**src/rtl/logic_reduce_pipe_if.sv**
```systemverilog
// logic_reduce_pipe_if: sample, result and statistics bundle of logic_reduce_pipe
interface logic_reduce_pipe_if #(parameter int WIDTH = 5);
    logic             EN;
    logic             VALID_I;
    logic [WIDTH-1:0] I;
    logic             STICKY_CLR;
    logic             O;
    logic             VALID_O;
    logic             STICKY_O;
    logic [15:0]      CNT_O;
    modport master (output EN, VALID_I, I, STICKY_CLR, input O, VALID_O, STICKY_O, CNT_O);
    modport slave (input EN, VALID_I, I, STICKY_CLR, output O, VALID_O, STICKY_O, CNT_O);
endinterface

```
**src/rtl/logic_reduce_pipe.sv**
```systemverilog
// logic_reduce_pipe: pipelined fan-in-4 OR/AND/XOR reduction; LOGIC_REDUCE_CNT_EN adds the hit counter
module logic_reduce_pipe #(
    parameter int               WIDTH    = 5,
    parameter logic [WIDTH-1:0] INV_MASK = WIDTH'(5'b00111),
    parameter int               MODE     = 0
) (
    input logic C,
    input logic CLR_N,
    logic_reduce_pipe_if.slave bus
);
    function automatic int nodes(int s);
        int n = WIDTH;
        for (int k = 0; k < s; k++) n = (n + 3) / 4;
        return n;
    endfunction
    function automatic int levels();
        int l = 0;
        for (int k = 1; k < 8; k++) if (nodes(k - 1) > 1) l = k;
        return l;
    endfunction
    function automatic int base(int s);
        int b = 0;
        for (int k = 1; k < s; k++) b += nodes(k);
        return b;
    endfunction
    function automatic logic op(logic a, logic b);
        return MODE == 1 ? a & b : MODE == 2 ? a ^ b : a | b;
    endfunction
    localparam int L = levels();
    localparam int T = base(L + 1);
    logic [WIDTH-1:0] x;
    logic [T-1:0]     tree, tree_nxt;
    logic [L-1:0]     vld, vld_nxt;
    logic             acc, hit, sticky;
    assign x = bus.I ^ INV_MASK;
    // next value of every tree node (stages packed back to back) and of the valid shift register
    always_comb begin
        tree_nxt = '0;
        acc = 1'b0;
        for (int s = 1; s <= L; s++)
            for (int j = 0; j < WIDTH; j++) begin
                acc = MODE == 1;
                for (int b = 0; b < 4; b++)
                    if (4 * j + b < nodes(s - 1))
                        acc = op(acc, s == 1 ? x[4 * j + b] : tree[base(s - 1) + 4 * j + b]);
                if (j < nodes(s)) tree_nxt[base(s) + j] = acc;
            end
        vld_nxt[0] = bus.VALID_I;
        for (int k = 1; k < L; k++) vld_nxt[k] = vld[k - 1];
    end
    assign hit = bus.EN & vld_nxt[L-1] & tree_nxt[T-1];
    // tree and valid registers advance together and freeze together
    always_ff @(posedge C or negedge CLR_N)
        if (!CLR_N) begin
            tree <= '0;
            vld  <= '0;
        end else if (bus.EN) begin
            tree <= tree_nxt;
            vld  <= vld_nxt;
        end
    // sticky flag: a hit in the same edge as a clear still leaves it set
    always_ff @(posedge C or negedge CLR_N)
        if (!CLR_N) sticky <= 1'b0;
        else sticky <= hit | (sticky & ~bus.STICKY_CLR);
`ifdef LOGIC_REDUCE_CNT_EN
    logic [15:0] cnt;
    // saturating hit counter; a clear coinciding with a hit restarts at one
    always_ff @(posedge C or negedge CLR_N)
        if (!CLR_N) cnt <= '0;
        else if (bus.STICKY_CLR) cnt <= {15'd0, hit};
        else if (hit && cnt != 16'hFFFF) cnt <= cnt + 16'd1;
    assign bus.CNT_O = cnt;
`else
    assign bus.CNT_O = 16'h0000;
`endif
    assign bus.O        = tree[T-1];
    assign bus.VALID_O  = vld[L-1];
    assign bus.STICKY_O = sticky;
endmodule

```
**src/flat_wrapper.sv**
```systemverilog
// flat-port wrapper written by rule: the top's interface ports become plain ports
module logic_reduce_pipe_flat 
#(
    parameter int               WIDTH    = 5,
    parameter logic [WIDTH-1:0] INV_MASK = WIDTH'(5'b00111),
    parameter int               MODE     = 0
)
  (C, CLR_N, bus_EN, bus_VALID_I, bus_I, bus_STICKY_CLR, bus_O, bus_VALID_O, bus_STICKY_O, bus_CNT_O);
  logic_reduce_pipe_if #(.WIDTH(WIDTH)) bus_i ();
  input logic C;
  input logic CLR_N;
  input wire logic [$bits(bus_i.EN)-1:0] bus_EN;
  input wire logic [$bits(bus_i.VALID_I)-1:0] bus_VALID_I;
  input wire logic [$bits(bus_i.I)-1:0] bus_I;
  input wire logic [$bits(bus_i.STICKY_CLR)-1:0] bus_STICKY_CLR;
  output wire logic [$bits(bus_i.O)-1:0] bus_O;
  output wire logic [$bits(bus_i.VALID_O)-1:0] bus_VALID_O;
  output wire logic [$bits(bus_i.STICKY_O)-1:0] bus_STICKY_O;
  output wire logic [$bits(bus_i.CNT_O)-1:0] bus_CNT_O;
  assign bus_i.EN = bus_EN;
  assign bus_i.VALID_I = bus_VALID_I;
  assign bus_i.I = bus_I;
  assign bus_i.STICKY_CLR = bus_STICKY_CLR;
  assign bus_O = bus_i.O;
  assign bus_VALID_O = bus_i.VALID_O;
  assign bus_STICKY_O = bus_i.STICKY_O;
  assign bus_CNT_O = bus_i.CNT_O;
  logic_reduce_pipe #(.WIDTH(WIDTH), .INV_MASK(INV_MASK), .MODE(MODE)) u_core (.C(C), .CLR_N(CLR_N), .bus(bus_i));
endmodule
```
**config.mk**
```make
export PLATFORM = sky130hd
export DESIGN_NAME = logic_reduce_pipe_flat
export DESIGN_NICKNAME = d
export VERILOG_FILES = /design/src/rtl/logic_reduce_pipe_if.sv /design/src/rtl/logic_reduce_pipe.sv /design/src/flat_wrapper.sv
export SDC_FILE = /design/constraint.sdc
export NUM_CORES = 1
export LEC_CHECK = 0
export ABC_CLOCK_PERIOD_IN_PS = 800
export CAP_MARGIN = 20
export CORE_MARGIN = 4
export CORE_UTILIZATION = 28
export CTS_CLUSTER_DIAMETER = 80
export DETAILED_ROUTE_END_ITERATION = 8
export GPL_ROUTABILITY_DRIVEN = 0
export PLACE_DENSITY = 0.75
export SYNTH_ARGS = -nofsm -noshare
export SYNTH_HDL_FRONTEND = slang
export SYNTH_SLANG_ARGS = --single-unit
```
**constraint.sdc**
```tcl
create_clock -name C -period 0.8 [get_ports C]
set_input_delay 0.12 -clock C [delete_from_list [all_inputs] [get_ports C]]
set_output_delay 0.12 -clock C [all_outputs]
set_load 0.05 [all_outputs]
```
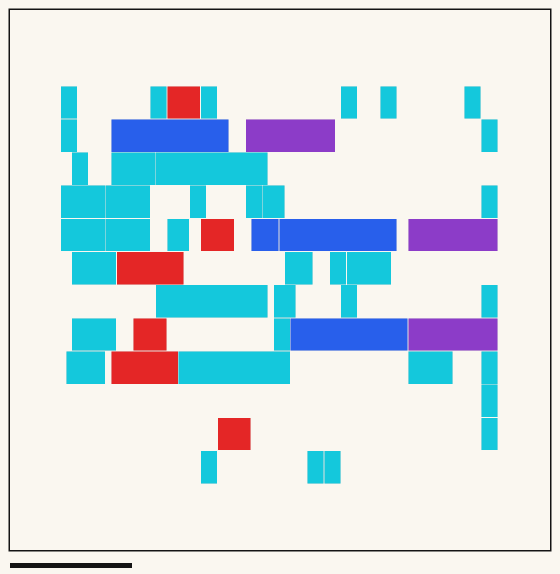
**Above:** run 1 (cell sizes after repair).
Bar = 10 um.
x1 and smaller: marked cyan, cells 39, share 75%, most used conb_1. x3 and x4: marked red, cells 6, share 12%, most used clkbuf_4. x2: marked blue, cells 4, share 7.7%, most used dfrtp_2. x6 and larger: marked purple, cells 3, share 5.8%, most used buf_12.

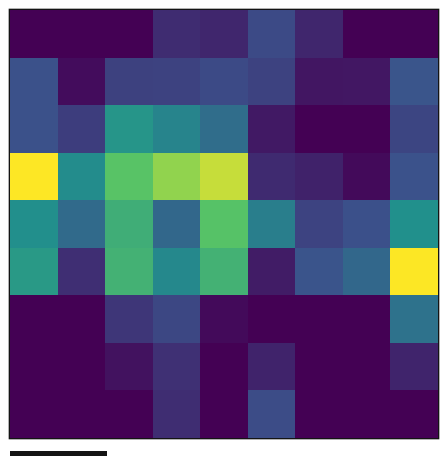
**Above:** run 1 (signal metal coverage by tile).
Bar = 10 um. The die is cut into 9 by 9 equal tiles; dark purple is low, yellow is high, scaled to the fullest tile. Values are wire area over tile area, all layers added.
The mean over all tiles is 0.052. The densest ninth of the die: west. 30% of the tiles are nearly empty. 14% of the tiles are over half the peak. The emptiest ninth of the die: south-west.

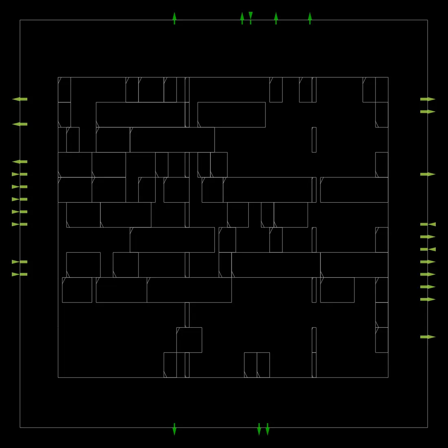
**Above:** run 1 (cell placement).
num rows: 12
flop share of the area: 0.308
placeable core area: 0.00117 mm^2
Filler cells: 122
Finished Layout Cells: 66

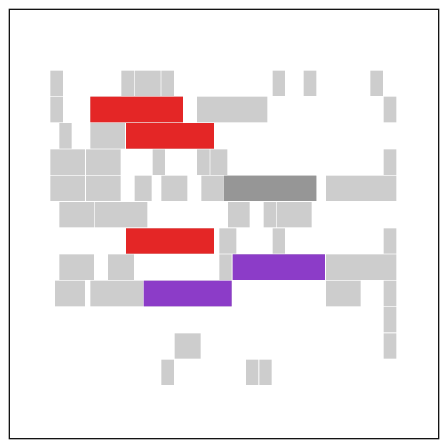
**Above:** run 1 (sequential cells grouped by signal name).
`u_core.tree`: marked red, flops 3. `u_core.vld`: marked purple, flops 2.

==> deck_impl_summary.md, run 1 <==
Physical Implementation Snapshot

Yosys
  – Synth Area per Inst: 9.98 um^2
  – Cells in synth_stat.txt: 37
  – Most common cell in the synthesized netlist: buf_4
  – Cells after synthesis: 37
  – Mux share: 0.0814
  – Cell taking the most area after synthesis: dfrtp_1
  – Area fraction in compound gates: 0.0576
  – Ys flops: 6

Critical path
  – CP Launch Type: flop
  – WP depth: 1
  – Buf+Inv Stages, Crit Path: 1
  – Worst-case reg-to-reg path depth: 1
  – Setup crit start: u_core.bus.STICKY_O$_DFF_PN0_
  – Slowest CP cell: dfrtp_2
  – Kind of critical path: reg2out

Layout
  – N_diodes: 0
  – Commonest Layout Cell: conb_1
  – Largest cell class by area: buffers
  – Logic share of the area: 0.277

Clocking
  – CTS buffer count: 3
  – Bufs on Longest Clock Path: 2
  – Htree depth: 1
  – CTS Sinks: 6

Flow run
  – Max cap viols: 0

STA
  – # setup viols final: 3
  – Crit path setup slack, layout: -0.137 ns

Global routing
  – Global Route Usage Sum: 0.0695
  – Initial antenna violation count: 0

Floorplanning
  – Die Ht: between 40 and 50 um
  – Die X: between 40 and 50 um

Status
  – Violated checks: negative setup slack
  – Outcome: complete, but fails checks

Placement
  – DP Cell Count: roughly 62
  – Final HPWL DP: approximately 500 um

Route
  – Final ANT Viol Nets: 0
  – # DRC: 0
  – Initial detailed-routing violation count: 0
  – Vias post-DR: roughly 240
[run 1: power breakdown]
part           internal [mW]  switching (mW)
Clock                  0.190           0.119
Sequential             0.333          0.0220
Combinational          0.117           0.248
[run 1: timing repair]
action | CTS | global route
gates resized | 1 | 1
setup endpoints to repair | 7 | 4
gates cloned | 0 | 0
[run 1: layer usage]
| metal | vias up | global-route usage | share of wire |
|---|---|---|---|
| met1 | 99 | 0.0792 | 0.40 |
| met4 | 0 | 0.0723 | 0 |
| met2 | 21 | 0.0843 | 0.44 |
| met3 | 0 | 0.0407 | 0.17 |
| li1 | 116 | - | - |
| met5 | - | 0 | 0 |
[run 1: state kept, by name, summed over array words and instances (netlist names)]
register             flops
u_core.bus.STICKY_O      1
u_core.vld               2
u_core.tree              3
## Run 2: what changed since run 1
==> constraint.sdc (replaced) <==
create_clock -name C -period 0.8 [get_ports C]
set_input_delay 0.12 -clock C [delete_from_list [all_inputs] [get_ports C]]
set_output_delay 0.12 -clock C [all_outputs]
set_load 0.02 [all_outputs]
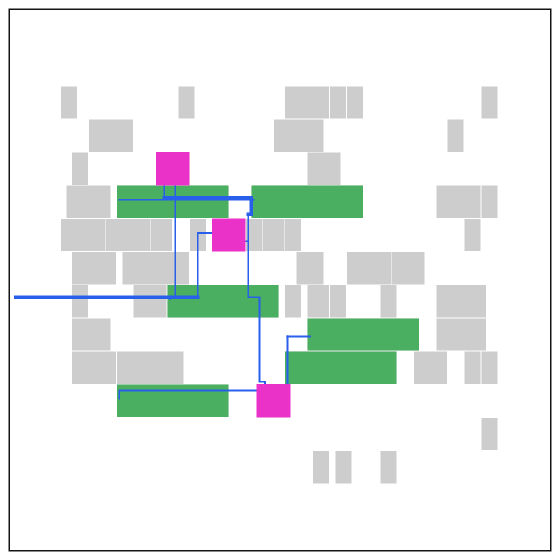
**Above:** run 2 (clock network drawn from the DEF).
flip-flops: marked green, count 6. clock-net drivers: marked magenta, count 3. clock wires: marked blue, length 93.5 um.
There are 4 routed clock nets.

==> run 2 against run 1 <==
  * The flow still finishes with violations (negative setup slack)
  * Total power is 18% lower
  * Sequential share of layout area up 0.098 points
  * Routed wire length is 6.2% higher
  * Synthesized area did not move
  * First-iteration DRC count increased by 4
  * Highest routed layer unchanged
==> deck_impl_summary.md, run 2 <==
Physical Implementation Snapshot

Layout
  – Commonest Layout Cell: conb_1
  – Flop share of the area: 0.308
  – Logic share of the area: 0.280
  – Largest Register: u_core.tree
  – Filler cells: between 100 and 150

Global routing
  – Global Route Usage Sum: 0.0718
  – GR met1 Demand/Resource: 0.0640
  – M3 GR Usage: 0.0650

Yosys
  – Cells in synth_stat.txt: 37
  – Most common cell in the synthesized netlist: buf_4
  – Mux share: 0.0814
  – Cells after synthesis: 37
  – Area fraction in compound gates: 0.0576
  – Cell taking the most area after synthesis: dfrtp_1

Route
  – Met2 routed WL: between 200 and 300 um
  – Initial detailed-routing violation count: 4
  – Final ANT Viol Nets: 0

Clocking
  – CTS Sinks: 6
  – Htree depth: 1
  – CTS buffer count: 3

Flow run
  – Max cap viols: 0

Power and ir drop
  – P_comb: around 0.23 mW
  – Top power group: sequential cells
  – Psw: about 0.24 mW

STA
  – # setup viols final: 3
  – Crit path setup slack, layout: -0.0801 ns

Floorplanning
  – Num rows: 12
  – Die Ht: approximately 44 um

Status
  – Outcome: complete, but fails checks
  – Violated checks: negative setup slack
## run 2: cell counts after synthesis
Identical to the previous run, type by type.
## run 2: path summary, 6_finish.rpt
check / to / slack (ns) / cells after the start / from
max: bus_STICKY_O / -0.08 / 1 / u_core.bus.STICKY_O$_DFF_PN0_
min: u_core.vld[1]$_DFFE_PN0P_ / 0.12 / 1 / CLR_N
max reg2reg: u_core.vld[0]$_DFFE_PN0P_ / 0.04 / 1 / u_core.vld[0]$_DFFE_PN0P_
min reg2reg: u_core.vld[1]$_DFFE_PN0P_ / 0.52 / 2 / u_core.vld[0]$_DFFE_PN0P_
max in group asynchronous: u_core.tree[1]$_DFFE_PN0P_ / 0.46 / 1 / CLR_N
min in group C: u_core.vld[0]$_DFFE_PN0P_ / 0.36 / 2 / bus_EN
Power is estimated from default activity; no workload was simulated.
